--- config.mk ---
export PLATFORM = sky130hd
export DESIGN_NAME = word_serializer_flat
export DESIGN_NICKNAME = d
export VERILOG_FILES = /design/src/rtl/pattern_pkg.sv /design/src/rtl/word_serializer_if.sv /design/src/rtl/word_serializer.sv /design/src/flat_wrapper.sv
export SDC_FILE = /design/constraint.sdc
export NUM_CORES = 1
export LEC_CHECK = 0
export CORE_MARGIN = 4
export CORE_UTILIZATION = 56
export CTS_BUF_LIST = sky130_fd_sc_hd__clkbuf_16
export DETAILED_ROUTE_END_ITERATION = 6
export PLACE_DENSITY = 0.81
export SYNTH_ARGS = -nofsm -noshare
export SYNTH_HDL_FRONTEND = slang
export SYNTH_SLANG_ARGS = --single-unit
--- constraint.sdc ---
create_clock -name clk -period 5 [get_ports clk]
set_input_delay 0.75 -clock clk [delete_from_list [all_inputs] [get_ports clk]]
set_output_delay 0.75 -clock clk [all_outputs]
set_load 0.05 [all_outputs]
--- src/rtl/pattern_pkg.sv ---
// pattern_pkg: state type and default constants shared by the serializer and the pattern detector
package pattern_pkg;
  typedef enum logic {IDLE, SHIFT} state_t;
  localparam int DEF_WIDTH = 8;
  localparam logic DEF_IDLE_LEVEL = 1'b1;
endpackage

--- src/rtl/word_serializer_if.sv ---
// word_serializer_if: word-in / bit-out handshake bundle of the serializer
interface word_serializer_if
  import pattern_pkg::*;
#(
  parameter int WIDTH = DEF_WIDTH
);
  logic [WIDTH-1:0] in_data;
  logic             in_valid;
  logic             in_ready;
  logic             msb_first;
  logic             bit_out;
  logic             bit_valid;
  logic             word_done;
  logic             busy;
  modport master (output in_data, in_valid, msb_first, input in_ready, bit_out, bit_valid, word_done, busy);
  modport slave (input in_data, in_valid, msb_first, output in_ready, bit_out, bit_valid, word_done, busy);
endinterface

--- src/rtl/word_serializer.sv ---
// word_serializer: parallel word to serial bit stream with a one-word hold buffer and no gap between words
module word_serializer
  import pattern_pkg::*;
#(
  parameter int   WIDTH      = DEF_WIDTH,
  parameter logic IDLE_LEVEL = DEF_IDLE_LEVEL
) (
  input logic clk,
  input logic reset,
  word_serializer_if.slave bus
);
  localparam int CW = (WIDTH > 1) ? $clog2(WIDTH) : 1;
  state_t           state_q, state_d;
  logic [WIDTH-1:0] sh_q, sh_d, hold_q, hold_d, ld_word;
  logic             sh_msb_q, sh_msb_d, hold_msb_q, hold_msb_d, ld_msb;
  logic             hold_full_q, hold_full_d;
  logic [CW-1:0]    cnt_q, cnt_d;
  logic             bit_out_q, bit_out_d, bit_valid_q, bit_valid_d, word_done_q, word_done_d;
  logic             in_ready_q, in_ready_d, busy_q, busy_d;
  logic             accept, last, take_hold, take_in, to_hold, advance, load;
  // next state: outputs are derived from the post-edge shifter so they can be registered without adding latency
  always_comb begin
    accept      = bus.in_valid & in_ready_q;
    last        = (state_q == SHIFT) && (cnt_q == CW'(WIDTH - 1));
    take_hold   = last & hold_full_q;
    take_in     = accept & ((state_q == IDLE) | last);
    to_hold     = accept & (state_q == SHIFT) & ~last;
    advance     = (state_q == SHIFT) & ~last;
    load        = take_in | take_hold;
    ld_word     = take_hold ? hold_q : bus.in_data;
    ld_msb      = take_hold ? hold_msb_q : bus.msb_first;
    hold_full_d = to_hold | (hold_full_q & ~take_hold);
    hold_d      = to_hold ? bus.in_data : hold_q;
    hold_msb_d  = to_hold ? bus.msb_first : hold_msb_q;
    state_d     = (load | advance) ? SHIFT : IDLE;
    sh_d        = load ? ld_word : advance ? (sh_msb_q ? sh_q << 1 : sh_q >> 1) : sh_q;
    sh_msb_d    = load ? ld_msb : sh_msb_q;
    cnt_d       = load ? '0 : advance ? cnt_q + 1'b1 : '0;
    bit_valid_d = state_d == SHIFT;
    bit_out_d   = bit_valid_d ? (sh_msb_d ? sh_d[WIDTH-1] : sh_d[0]) : IDLE_LEVEL;
    word_done_d = bit_valid_d && (cnt_d == CW'(WIDTH - 1));
    in_ready_d  = ~hold_full_d;
    busy_d      = bit_valid_d | hold_full_d;
  end
  // state and registered outputs; reset drops both the word in flight and the held word
  always_ff @(posedge clk) begin
    if (reset) begin
      state_q     <= IDLE;
      sh_q        <= '0;
      sh_msb_q    <= 1'b0;
      hold_q      <= '0;
      hold_msb_q  <= 1'b0;
      hold_full_q <= 1'b0;
      cnt_q       <= '0;
      bit_out_q   <= IDLE_LEVEL;
      bit_valid_q <= 1'b0;
      word_done_q <= 1'b0;
      in_ready_q  <= 1'b1;
      busy_q      <= 1'b0;
    end else begin
      state_q     <= state_d;
      sh_q        <= sh_d;
      sh_msb_q    <= sh_msb_d;
      hold_q      <= hold_d;
      hold_msb_q  <= hold_msb_d;
      hold_full_q <= hold_full_d;
      cnt_q       <= cnt_d;
      bit_out_q   <= bit_out_d;
      bit_valid_q <= bit_valid_d;
      word_done_q <= word_done_d;
      in_ready_q  <= in_ready_d;
      busy_q      <= busy_d;
    end
  end
  assign bus.bit_out   = bit_out_q;
  assign bus.bit_valid = bit_valid_q;
  assign bus.word_done = word_done_q;
  assign bus.in_ready  = in_ready_q;
  assign bus.busy      = busy_q;
endmodule

--- src/flat_wrapper.sv ---
// flat-port wrapper written by rule: the top's interface ports become plain ports
module word_serializer_flat import pattern_pkg::*;
#(
  parameter int   WIDTH      = DEF_WIDTH,
  parameter logic IDLE_LEVEL = DEF_IDLE_LEVEL
)
  (clk, reset, bus_in_data, bus_in_valid, bus_msb_first, bus_in_ready, bus_bit_out, bus_bit_valid, bus_word_done, bus_busy);
  word_serializer_if #(.WIDTH(WIDTH)) bus_i ();
  input logic clk;
  input logic reset;
  input wire logic [$bits(bus_i.in_data)-1:0] bus_in_data;
  input wire logic [$bits(bus_i.in_valid)-1:0] bus_in_valid;
  input wire logic [$bits(bus_i.msb_first)-1:0] bus_msb_first;
  output wire logic [$bits(bus_i.in_ready)-1:0] bus_in_ready;
  output wire logic [$bits(bus_i.bit_out)-1:0] bus_bit_out;
  output wire logic [$bits(bus_i.bit_valid)-1:0] bus_bit_valid;
  output wire logic [$bits(bus_i.word_done)-1:0] bus_word_done;
  output wire logic [$bits(bus_i.busy)-1:0] bus_busy;
  assign bus_i.in_data = bus_in_data;
  assign bus_i.in_valid = bus_in_valid;
  assign bus_i.msb_first = bus_msb_first;
  assign bus_in_ready = bus_i.in_ready;
  assign bus_bit_out = bus_i.bit_out;
  assign bus_bit_valid = bus_i.bit_valid;
  assign bus_word_done = bus_i.word_done;
  assign bus_busy = bus_i.busy;
  word_serializer #(.WIDTH(WIDTH), .IDLE_LEVEL(IDLE_LEVEL)) u_core (.clk(clk), .reset(reset), .bus(bus_i));
endmodule
Figure 1. Layout detail (run 1).
Region (25, 0) to (55, 30) um. Cells in grey, sequential cells in the stronger grey; small squares are vias.
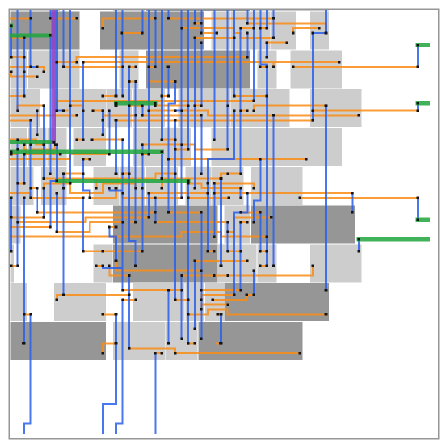
[blue] M2
[orange] M1
[green] M3
[purple] M4
sequential cells in the window: 9
cells with their middle in the window: 49
netlist names of flops here include: `u_core.hold_q` (2)
most frequent: dfxtp_1 (9), nand2_1 (7), clkdlybuf4s50_1 (7)

Figure 2. The clock network (run 1).
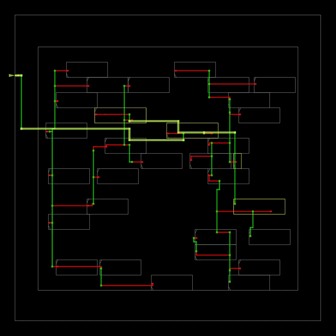
count of sequential standard cells: 27
clock sink count: 27

Figure 3. Clock wires, drivers and flops (run 1).
Scale bar: 20 um.
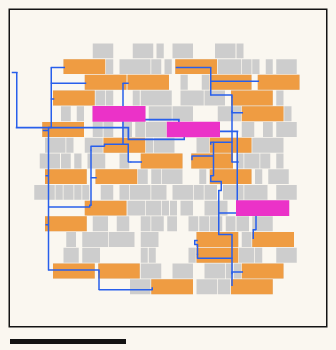
[orange] flip-flops | count: 27
[blue] clock wires | length: 302 um
[magenta] clock-net drivers | count: 3
routed clock nets: 4

==> results.ini, run 1 <==
[power]
power.ir.vdd_worst_uv = 287
swShare_pct = 25.0
power.clock.fraction_pct = 35.7
p_switching_uw = 123
p_int_uw = 370
pwr-share-comb_pct = 15.7
power.share.sequential_pct = 48.6
power_density_mw_per_mm2 = 344
total_leakage_power_uw = 0.000549

[synth]
synthTopCellsByCount = dfxtp_1 (27), nand2_1 (23), a21oi_1 (12)
mappedNetlistArea_mm2 = 0.00122
enable_flop_cells = 0
register_share_after_synthesis_pct = 44.3
largest_area_contributor_in_the_synthesized_netlist = dfxtp_1
syn_area_per_cell_um2 = 9.38
ys_sh_adder_pct = 2.05
synthesized_chip_area_reported_by_yosys_mm2 = 0.00122
yosys.area.top_type_share_pct = 44.3
syn_inst = 130
muxShareOfSynthArea_pct = 12.4
yosysWarnings = 0
synth.lib_cells_used.distinct = 31
simple_gate_share_pct = 18.8
synth.net_count = 144
netlist_logic_family_top = simple AND/OR/NAND/NOR gates
synth.cellmix.compoundShare_pct = 16.8
synth_dominant_cell_count = dfxtp_1
synthTopCellsByArea = dfxtp_1 (44%), nand2_1 (7.1%), a21oi_1 (4.9%)
ys.flops = 27
synth-main-ff-cell = dfxtp_1
yosys_cells = 130
asyncSetResetFlopFracSynth_pct = 0
yosys.area_share.xor_xnor_pct = 0

[timing]
hold_violations = 0
setup_slack_ns = 2.54
maxClockFrequency_mhz = 407
final.hold.worst_slack_ns = 0.448
max_slew_margin_pct = 39.9
timing.final.setup_violations = 0
finClkSkew_ns = 0.00517
setup_repair_after_global_routing_missed_its_margin = false
worst_slew_pin_slew_ns = 0.899
finalCriticalPeriod_ns = 2.46
setup_total_negative_slack_ns = 0
min_period_over_period_pct = 49.1
timing_max_transition_violations_final = 0

[global_route]
grt_antenna_before_repair = 0
grt_start_max_net_pins = 25
grt_pass1_wl_um = 4480
grt_usage_pct = 21.3
overflow = 0
first_global_vias = 973

[job]
warnings = 26
cap_viol_max_count = 0

[die]
fp.coreArea_mm2 = 0.00202
floorplan.die_area_mm2 = 0.00299
initCoreUtil_pct = 60.3
die_w_um = 54.7
placement_rows = 16
floorplan.die.height_um = 54.7
boundaryPins = 17

[clock_network]
cts_root_buffer = clkbuf_16
cts.htree.levels = 1
cts_buffer_depth = 2
clock_latency_ns = 0.26
tritoncts = built
tritoncts.num_buffers = 3
cts_setup_buffers = 0
clk_pin_slew_ns = 0.06
post_cts_resized = 0
cts_stage_hold_buffer_count = 0

[min_path]
min-delay-path-class = reg -> reg

[worst_setup_path]
setup.worst_path.start = bus_in_valid
cp-endpoint = u_core.bus.bit_out
path_common_cell = nand2_1
r2r_end = u_core.hold_q[3]
reg2reg_depth = 6
critical_path.n_buffers_inverters = 1
crit_cells = 6
timing.critical_path.arrival_ns = 2.60
crit_chain = clkdlybuf4s50_1, nand2_1, a21o_1, a221o_1, mux2i_1, nand2_1
worst_path_dominant_cell_family = AND-OR/OR-AND gates
worst_setup_path_start_kind = input pin
critPathCaptureType = flop
required_ns = 5.14
ff2ff_setup_slack_ns = 2.89
crit_slowest_cell = clkdlybuf4s50_1
critPathKind = in -> reg
cpPeakStageDelay_ns = 0.55
r2r_start = u_core.cnt_q[0]
critPathMaxFanout = 12

[run_status]
status = complete, no violations

[placement]
placement.io_buffers = 16
dp_hpwl_um = 1860
dpl_cell_area_mm2 = 0.00136
setup_slack_placement_ns = 2.35
gp_congestion = 0.873

[routing]
remaining_design_rule_violation_count = 0
detail_route.vias_per_cell = 6.06
post_drt_wl_per_cell_um = 16.2
routed-via-count = 1031
antenna_left = 0
drt_first_iter_violations = 48
finalWirelength_um = 2750
drt_pre_antenna_iters = 4

[final_layout]
area_growth_pct = 17.6
final_area_mm2 = 0.00144
drive_gt1_share_pct = 9.79
antennaDiodeCount = 0
finish.net_count = 158

## run 1: placed cells by master, fill, tap and decap left out, drive strengths merged, types with 2 or more instances in the layout
| cell type | Yosys | final |
|---|---|---|
| nand3 | 6 | 6 |
| ha | 2 | 2 |
| o21ai | 6 | 6 |
| nor2b | 4 | 4 |
| a31oi | 2 | 2 |
| nor3b | 3 | 3 |
| o221ai | 2 | 2 |
| mux2 | 8 | 8 |
| clkbuf | 2 | 3 |
| and3 | 3 | 3 |
| a21oi | 12 | 12 |
| nor2 | 5 | 5 |
| nand2 | 23 | 23 |
| dfxtp | 27 | 27 |
| a222oi | 4 | 4 |
| clkdlybuf4s50 | 0 | 16 |
| mux2i | 5 | 5 |
| inv | 3 | 4 |
## run 1: per-layer routing
| metal | global-route usage [%] | wire length (um) | part of all wire [%] |
|---|---|---|---|
| met5 | 0 | 0 | 0 |
| met4 | 8.71 | 21 | 0.76 |
| met3 | 6.54 | 132 | 4.8 |
| met2 | 35.8 | 1410 | 51 |
| met1 | 24.9 | 1190 | 43 |
## run 1: per-stage QoR
stage	std cells	total power (uW)	util (%)
final	170	494	71.0
after global routing	170	518	71.0
after CTS	170	496	71.0
after detailed placement	166	320	67.1
after global placement	166	317	67.1
after floorplan	130	296	-
## run 1: layout make-up
cell class                 instances  area, um2
clock buffer                       3       75.1
clock inverter                     1       3.75
fill                             164        587
inverter                           3       11.3
multi-input combinational         93        611
sequential                        27        541
tap                               27       33.8
timing repair buffer              16        160
## run 1: worst min-delay path by stage
stage / startpoint / endpoint / slack (ns) / cells after the start
6_report: u_core.cnt_q[0] / u_core.cnt_q[0] / 0.45 / 1
5_1_grt: u_core.hold_q[5] / u_core.hold_q[5] / 0.48 / 2
4_1_cts: u_core.cnt_q[0] / u_core.cnt_q[0] / 0.46 / 1
3_5_place_dp: u_core.hold_q[0] / u_core.hold_q[0] / 0.45 / 2
3_3_place_gp: u_core.hold_q[0] / u_core.hold_q[0] / 0.44 / 2
2_1_floorplan: u_core.cnt_q[0] / u_core.cnt_q[0] / 0.42 / 1
## run 1: worst reg2reg max path: cells and delay by family (launching register included)
kind                       cells  cell delay [ns]
and+or+nand+nor                3             1.06
adders and majority gates      2             0.48
DFF                            1             0.32
AOI/OAI and AO/OA              1             0.09
## run 1: registers in the layout, indices dropped and copies added, names as in the netlist
signal,flops
u_core.hold_q,8
u_core.cnt_q,3
u_core.bus.word_done,1
u_core.bus.bit_out,1
u_core.bus.busy,1
u_core.sh_q,8
u_core.hold_msb_q,1
u_core.sh_msb_q,1
u_core.bus.in_ready,1
u_core.hold_full_q,1
u_core.state_q,1
## run 1: kinds of logic (layout without fill, tap and decap cells)
group	Yosys count	count (layout)
adder cells (fa/ha/maj)	2	2
flip-flops	27	27
AND-OR/OR-AND	31	31
multiplexers	13	13
AND/OR/NAND/NOR	47	47
buffers and inverters	10	23
## run 1: power groups by stage
stage	logic [uW]	clock network, uW	registers, uW
5_1_grt	83.2	193	241
3_5_place_dp	75.7	0	244
3_3_place_gp	73.4	0	244
6_report	77.4	176	240
2_1_floorplan	47.9	0	248
4_1_cts	77.2	180	240
## Run 2: what changed since run 1
--- a/config.mk
+++ b/config.mk
@@ -6,10 +6,10 @@
 export NUM_CORES = 1
 export LEC_CHECK = 0
 export CORE_MARGIN = 4
-export CORE_UTILIZATION = 56
+export CORE_UTILIZATION = 52
 export CTS_BUF_LIST = sky130_fd_sc_hd__clkbuf_16
 export DETAILED_ROUTE_END_ITERATION = 6
-export PLACE_DENSITY = 0.81
+export PLACE_DENSITY = 0.76
 export SYNTH_ARGS = -nofsm -noshare
 export SYNTH_HDL_FRONTEND = slang
 export SYNTH_SLANG_ARGS = --single-unit
==> constraint.sdc (replaced) <==
create_clock -name clk -period 2.5 [get_ports clk]
set_input_delay 0.375 -clock clk [delete_from_list [all_inputs] [get_ports clk]]
set_output_delay 0.375 -clock clk [all_outputs]
set_load 0.05 [all_outputs]
Figure 4. Layout detail (run 2).
Region (26, 0) to (56, 30) um. Cells in grey, sequential cells in the stronger grey; small squares are vias.
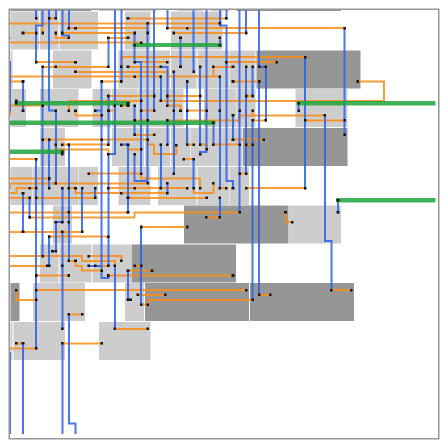
[blue] M2
[orange] M1
[green] M3
most frequent: nand2_1 (7), dfxtp_1 (6), clkdlybuf4s50_1 (5)
netlist names of flops here include: `u_core.sh_q` (2)
sequential cells in the window: 6
cells with their middle in the window: 45

Figure 5. Clock wires, drivers and flops (run 2).
Scale bar: 20 um.
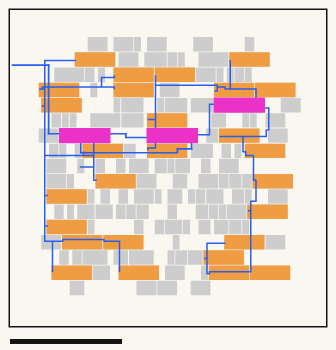
[orange] flip-flops | count: 27
[magenta] clock-net drivers | count: 3
[blue] clock wires | length: 281 um
flops lie: widely spread

==> run 2 against run 1 <==
Compared with the run above: global-route usage fell by 3.3 points; first-iteration DRC count shrank 54%; synthesized cell count stayed put; clock power up 98%; flip-flop count did not move; routed wire length shrank 4.4%; critical path depth unchanged; final cell count grew 1.8%; area after synthesis is the same; largest cell class unchanged; cell area is 1.1% higher; worst setup slack lost 2.1 ns.
==> results.ini, run 2 <==
[die]
floorplan.die_area_mm2 = 0.00318  ; +6.5%
die_w_um = 56.4  ; +3.2%
initCoreUtil_pct = 55.1  ; -5.2 points
fp.coreArea_mm2 = 0.00221  ; +9.4%
boundaryPins = 17  ; unchanged
placement_rows = 17  ; +1
floorplan.die.height_um = 56.4  ; +3.2%

[worst_setup_path]
critical_path.n_buffers_inverters = 0  ; -1
critPathKind = reg -> reg
path_common_cell = ha_1
worst_path_dominant_cell_family = simple AND/OR/NAND/NOR gates
crit_slowest_cell = nand3_1
required_ns = 2.62  ; -2.52 ns
ff2ff_setup_slack_ns = 0.42  ; -2.47 ns
r2r_start = u_core.cnt_q[0]
critPathCaptureType = flop
timing.critical_path.arrival_ns = 2.20  ; -0.40 ns
critPathMaxFanout = 10  ; -2
setup.worst_path.start = u_core.cnt_q[0]
cpPeakStageDelay_ns = 0.44  ; -0.11 ns
crit_chain = ha_1, ha_1, nor2b_1, nand3_1, nand2_1, a21oi_1
worst_setup_path_start_kind = flop

[synth]
netlist_logic_family_top = simple AND/OR/NAND/NOR gates
syn_area_per_cell_um2 = 9.38  ; unchanged
synth_dominant_cell_count = dfxtp_1
syn_inst = 130  ; unchanged
synth-main-ff-cell = dfxtp_1
synth.net_count = 144  ; unchanged
yosys.area_share.xor_xnor_pct = 0  ; unchanged
asyncSetResetFlopFracSynth_pct = 0  ; unchanged
yosys_cells = 130  ; unchanged
largest_area_contributor_in_the_synthesized_netlist = dfxtp_1
synthesized_chip_area_reported_by_yosys_mm2 = 0.00122  ; unchanged
muxShareOfSynthArea_pct = 12.4  ; unchanged
mappedNetlistArea_mm2 = 0.00122  ; unchanged
enable_flop_cells = 0  ; unchanged
register_share_after_synthesis_pct = 44.3  ; unchanged
synthTopCellsByCount = dfxtp_1 (27), nand2_1 (23), a21oi_1 (12)
simple_gate_share_pct = 18.8  ; unchanged
yosys.area.top_type_share_pct = 44.3  ; unchanged
ys.flops = 27  ; unchanged
synth.cellmix.compoundShare_pct = 16.8  ; unchanged
synthTopCellsByArea = dfxtp_1 (44%), nand2_1 (7.1%), a21oi_1 (4.9%)
yosysWarnings = 0  ; unchanged
ys_sh_adder_pct = 2.05  ; unchanged
synth.lib_cells_used.distinct = 31  ; unchanged

[clock_network]
cts_root_buffer = clkbuf_16
tritoncts.num_buffers = 3  ; unchanged
clk_pin_slew_ns = 0.06  ; about the same
cts_setup_buffers = 0  ; unchanged
tritoncts = built
cts.htree.levels = 1  ; unchanged
clock-sinks = 27  ; unchanged
cts_buffer_depth = 2  ; unchanged
post_cts_resized = 0  ; unchanged
clock_latency_ns = 0.26  ; about the same
cts_stage_hold_buffer_count = 0  ; unchanged

[global_route]
first_global_vias = 1023  ; +5.1%
grt_start_max_net_pins = 16  ; -36%
grt_antenna_before_repair = 0  ; unchanged
grt_pass1_wl_um = 4590  ; +2.5%
grt_usage_pct = 18.1  ; -3.3 points
overflow = 0  ; unchanged

[timing]
setup_repair_after_global_routing_missed_its_margin = false
finClkSkew_ns = 0.00139  ; -0.00379 ns
timing.final.setup_violations = 0  ; unchanged
max_slew_margin_pct = 61.8  ; +22 points
finalCriticalPeriod_ns = 2.08
setup_total_negative_slack_ns = 0  ; unchanged
hold_violations = 0  ; unchanged
worst_slew_pin_slew_ns = 0.571  ; -0.328 ns
maxClockFrequency_mhz = 480
min_period_over_period_pct = 83.4
timing_max_transition_violations_final = 0  ; unchanged

[final_layout]
drive_gt1_share_pct = 11.0  ; +1.2 points
area_growth_pct = 19.0
area.combinational_um2 = 611  ; unchanged
final_cell_mix = dfxtp_1 (27), nand2_1 (23), clkdlybuf4s50_1 (16)
layout_top_registers = u_core.hold_q: 8 flops, u_core.sh_q: 8 flops, u_core.cnt_q: 3 flops
antennaDiodeCount = 0  ; unchanged
flop_area_um2 = 541  ; unchanged
lay_top_count = dfxtp_1
layout.filler_cells = 194  ; +18%
finish.net_count = 160  ; +1.3%

[power]
p_switching_uw = 241  ; +95%
swShare_pct = 24.5  ; -0.48 points
total_leakage_power_uw = 0.000559  ; +1.7%
power.ir.vdd_worst_uv = 738  ; +160%
power.share.sequential_pct = 48.8  ; +0.2 points
power_density_mw_per_mm2 = 678  ; +97%
totalPowerFinal_uw = 984  ; +99%
p_int_uw = 743  ; +100%
pwr-share-comb_pct = 15.7  ; about the same
power.clock.fraction_pct = 35.5  ; -0.2 points

[routing]
finalWirelength_um = 2630  ; -4.4%
drt_pre_antenna_iters = 5  ; +1
routed-via-count = 1019  ; -1.2%
detail_route.vias_per_cell = 5.89  ; -2.9%
antenna_left = 0  ; unchanged
drt_first_iter_violations = 22  ; -54%
remaining_design_rule_violation_count = 0  ; unchanged
post_drt_wl_per_cell_um = 15.2  ; -6.0%

[job]
warnings = 26  ; unchanged
cap_viol_max_count = 0  ; unchanged

[placement]
placement.io_buffers = 16  ; unchanged
dp_hpwl_um = 1890  ; +1.8%
gp_congestion = 0.807  ; -7.6%

[run_status]
status = complete, no violations

[min_path]
hold_path.startpoint = u_core.cnt_q[0]
min-delay-path-class = reg -> reg

-- run 2: cell counts after synthesis --
No cell type changed its count.
-- run 2: layer usage --
metal	wire [um]	up-vias	track usage, %
li1	-	497	-
met1	1160	494	23.0
met2	1300	26	28.9
met3	158	2	5.75
met4	12	0	5.76
met5	0	-	0
-- run 2: final timing paths --
kind	depth (start not counted)	end
min reg2reg	1	u_core.cnt_q[0]
max	6	u_core.hold_q[6]
min	1	u_core.cnt_q[0]
max reg2reg	6	u_core.hold_q[6]
-- run 2: area by class of cell --
class                   instances  share of cell area (%)
clock buffers                   3                    5.17
repair buffers                 18                    12.1
inverters                       3                   0.776
multi-input cells              93                    42.1
flip-flops and latches         27                    37.2
well taps                      28                    2.41
clock inverters                 1                   0.259
-- run 2: logic make-up after synthesis --
| group | Yosys count |
|---|---|
| adders and majority gates | 2 |
| buffers and inverters | 10 |
| DFF | 27 |
| muxes | 13 |
| AOI/OAI and AO/OA | 31 |
| and+or+nand+nor | 47 |
-- run 2: worst reg2reg max path: cells and delay by family, from the launching register on --
| family | cells | cell delay, ns |
|---|---|---|
| DFF | 1 | 0.32 |
| adders and majority gates | 2 | 0.49 |
| and+or+nand+nor | 3 | 1.06 |
| AOI/OAI and AO/OA | 1 | 0.08 |
-- run 2: stage by stage --
stage	std cells	area, um2	utilization [%]	setup WS [ns]	hold slack [ns]
6_report	173	1450	65.6	0.416	0.451
5_1_grt	173	1450	65.6	0.244	0.475
4_1_cts	173	1450	65.6	0.446	0.450
3_5_place_dp	169	1370	62.0	0.387	0.441
3_3_place_gp	169	1370	62.0	0.456	0.437
2_1_floorplan	130	1220	-	0.783	0.424
-- run 2: power groups by stage --
stage / combinational (uW) / sequential (uW) / clock [uW]
after detailed placement: 154 / 489 / 0
after global routing: 171 / 483 / 374
after floorplan: 95.8 / 497 / 0
after CTS: 155 / 479 / 354
after global placement: 150 / 488 / 0
final: 155 / 480 / 349
## Run 3: what changed since run 2
==> constraint.sdc (replaced) <==
create_clock -name clk -period 2.1 [get_ports clk]
set_input_delay 0.315 -clock clk [delete_from_list [all_inputs] [get_ports clk]]
set_output_delay 0.315 -clock clk [all_outputs]
set_load 0.05 [all_outputs]
Figure 6. The clock network (run 3).
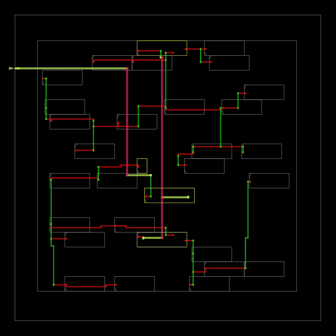
worst setup skew after layout: 0.00301 ns
count of clock buffers in the final design: 3
Power Clock: 437 uW
clock network latency to the later pin of the worst-skew pair: 0.26 ns
number of buffers inserted during clock tree synthesis: 3

Figure 7. Sizing map (run 3).
Scale bar: 20 um.
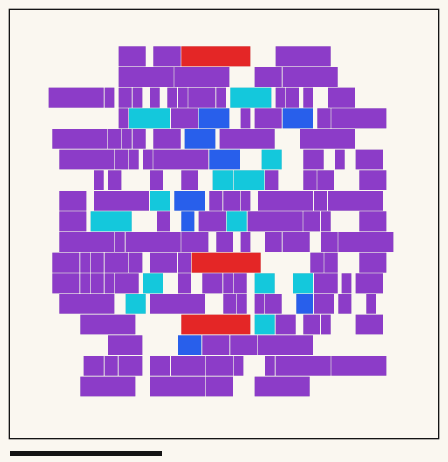
[blue] x2 | cells: 8 | share: 5.3%
[red] x6 and larger | cells: 3 | share: 2.0%
[purple] x1 and smaller | cells: 128 | share: 84%
[cyan] x3 and x4 | cells: 13 | share: 8.6%
count of plain and timing-repair buffers: 25
final setup slack of the worst path: 0.0781 ns
layout overhead on the synthesized area: 23.4%
final design area excluding fillers: 0.00151 mm2

==> run 3 against run 2 <==
Compared with the run above: sequential power rose by 19%; clock power rose by 25%; routed wire length rose by 2.9%; cell area rose by 3.7%; clock skew rose by 0.0016 ns; clock-buffer cell count did not move; largest cell class unchanged.
==> results.ini, run 3 <==
[synth]
yosys.area.top_type_share_pct = 44.3  ; unchanged
synthTopCellsByCount = dfxtp_1 (27), nand2_1 (23), a21oi_1 (12)
register_share_after_synthesis_pct = 44.3  ; unchanged
synthesized_chip_area_reported_by_yosys_mm2 = 0.00122  ; unchanged
synth.lib_cells_used.distinct = 31  ; unchanged
yosysWarnings = 0  ; unchanged
enable_flop_cells = 0  ; unchanged
mappedNetlistArea_mm2 = 0.00122  ; unchanged
syn_inst = 130  ; unchanged
ys.flops = 27  ; unchanged
yosys_cells = 130  ; unchanged
asyncSetResetFlopFracSynth_pct = 0  ; unchanged
synth.net_count = 144  ; unchanged
largest_area_contributor_in_the_synthesized_netlist = dfxtp_1
syn_area_per_cell_um2 = 9.38  ; unchanged
synth_dominant_cell_count = dfxtp_1
synthTopCellsByArea = dfxtp_1 (44%), nand2_1 (7.1%), a21oi_1 (4.9%)
synth-main-ff-cell = dfxtp_1

[placement]
gp_congestion = 0.852  ; +5.6%
placedCellCount = 176  ; +4.1%
placement.io_buffers = 16  ; unchanged
dp_hpwl_um = 1940  ; +2.5%

[clock_network]
clock-sinks = 27  ; unchanged
clk_pin_slew_ns = 0.07  ; about the same
cts.htree.levels = 1  ; unchanged
cts_buffer_depth = 2  ; unchanged
cts_setup_buffers = 0  ; unchanged
cts_root_buffer = clkbuf_16
tritoncts = built
post_cts_resized = 0  ; unchanged
cts_stage_hold_buffer_count = 0  ; unchanged

[timing]
min_period_over_period_pct = 96.3
timing.final.setup_violations = 0  ; unchanged
max_slew_margin_pct = 66.5  ; +4.7 points
setup_repair_after_global_routing_missed_its_margin = false
hold_violations = 0  ; unchanged
setup_total_negative_slack_ns = 0  ; unchanged
worst_slew_pin_slew_ns = 0.500  ; -0.0710 ns
timing_max_transition_violations_final = 0  ; unchanged
finalCriticalPeriod_ns = 2.02
maxClockFrequency_mhz = 495

[power]
pwr-share-comb_pct = 16.3  ; +0.6 points
p_switching_uw = 308  ; +28%
power.ir.vdd_worst_uv = 504  ; -32%
power_density_mw_per_mm2 = 800  ; +18%
p_int_uw = 897  ; +21%
swShare_pct = 25.5  ; +1.0 points
total_leakage_power_uw = 0.000590  ; +5.6%
power.share.sequential_pct = 47.5  ; -1.3 points
power.clock.fraction_pct = 36.2  ; +0.7 points

[routing]
post_drt_wl_per_cell_um = 15.1  ; -1.1%
drt_pre_antenna_iters = 5  ; unchanged
remaining_design_rule_violation_count = 0  ; unchanged
routed-via-count = 1057  ; +3.7%
finalWirelength_um = 2710  ; +2.9%
antenna_left = 0  ; unchanged
detail_route.vias_per_cell = 5.87  ; -0.30%
drt_first_iter_violations = 67  ; +200%

[global_route]
grt_antenna_before_repair = 0  ; unchanged
overflow = 0  ; unchanged
grt_usage_pct = 18.9  ; +0.83 points
grt_start_max_net_pins = 16  ; unchanged
first_global_vias = 982  ; -4.0%
grt_pass1_wl_um = 4730  ; +3.0%

[worst_setup_path]
crit_chain = clkdlybuf4s50_1
timing.critical_path.arrival_ns = 1.71  ; -0.49 ns
required_ns = 1.78  ; -0.84 ns
cpPeakStageDelay_ns = 0.88  ; +0.44 ns
critPathKind = reg -> out
ff2ff_setup_slack_ns = 0.23  ; -0.19 ns
worst_path_dominant_cell_family = buffers and inverters
critical_path.n_buffers_inverters = 1  ; +1
worst_setup_path_start_kind = flop
critPathCaptureType = output pin
critPathMaxFanout = 12  ; +2
crit_slowest_cell = clkdlybuf4s50_1

[die]
boundaryPins = 17  ; unchanged
die_w_um = 56.4  ; unchanged
placement_rows = 17  ; unchanged
floorplan.die.height_um = 56.4  ; unchanged
fp.coreArea_mm2 = 0.00221  ; unchanged
floorplan.die_area_mm2 = 0.00318  ; unchanged
initCoreUtil_pct = 55.1  ; unchanged

[final_layout]
final_non_filler_cell_total = 180  ; +4.0%
lay_top_count = dfxtp_1
final_cell_mix = dfxtp_1 (27), nand2_1 (23), clkdlybuf4s50_1 (16)
antennaDiodeCount = 0  ; unchanged
layout.core_utilization_pct = 68.0  ; +2.4 points
drive_gt1_share_pct = 15.8  ; +4.8 points
finish.net_count = 167  ; +4.4%
layout_top_registers = u_core.hold_q: 8 flops, u_core.sh_q: 8 flops, u_core.cnt_q: 3 flops

[job]
warnings = 26  ; unchanged
cap_viol_max_count = 0  ; unchanged

[run_status]
status = complete, no violations

[min_path]
min-delay-path-class = reg -> reg

[run 3: cell counts after synthesis]
Identical to the previous run, type by type.
[run 3: stage by stage]
stage	total power, uW	hold slack (ns)	cell area (um2)	setup WS [ns]
after floorplan	705	0.387	1220	0.383
after global placement	772	0.434	1430	0.218
after detailed placement	777	0.441	1430	0.127
after CTS	1210	0.451	1510	0.0920
after global routing	1260	0.475	1510	0.00761
final	1200	0.446	1510	0.0781
[run 3: power groups by stage]
stage | Sequential (uW) | Combinational [uW] | Clock (uW)
after floorplan | 591 | 114 | 0
after global placement | 582 | 190 | 0
after detailed placement | 582 | 195 | 0
after CTS | 571 | 196 | 443
after global routing | 576 | 214 | 467
final | 572 | 196 | 437
[run 3: routing by layer]
| metal | global-route usage [%] | wire, um | part of all wire (%) | vias to the layer above |
|---|---|---|---|---|
| met5 | 0 | 0 | 0 | - |
| met1 | 25.8 | 1220 | 45 | 503 |
| li1 | - | - | - | 511 |
| met3 | 3.22 | 168 | 6.2 | 7 |
| met4 | 9.83 | 74 | 2.7 | 0 |
| met2 | 28.2 | 1250 | 46 | 36 |
[run 3: cells by family after synthesis]
kind of cell    after synthesis  share of synthesized area [%]
simple gates                 47                           18.8
compound gates               31                           16.8
flops                        27                           44.3
mux                          13                           12.4
buf+inv                      10                           5.64
fa+ha+maj                     2                           2.05
[run 3: layout make-up]
type / count / area (um2)
Clock buffer: 3 / 75.1
Clock inverter: 1 / 5.00
Fill cell: 196 / 707
Inverter: 3 / 11.3
Multi-Input combinational cell: 93 / 611
Sequential cell: 27 / 541
Tap cell: 28 / 35.0
Timing Repair Buffer: 25 / 228
[run 3: final timing paths]
| check | depth (start not counted) | end | from |
|---|---|---|---|
| worst max-delay path | 1 | bus_bit_valid | u_core.state_q |
| worst min-delay path | 1 | u_core.cnt_q[0] | u_core.cnt_q[0] |
| worst max register to register | 7 | u_core.hold_q[7] | u_core.cnt_q[0] |
| worst min register to register | 1 | u_core.cnt_q[0] | u_core.cnt_q[0] |
Power and IR drop assume default switching activity.
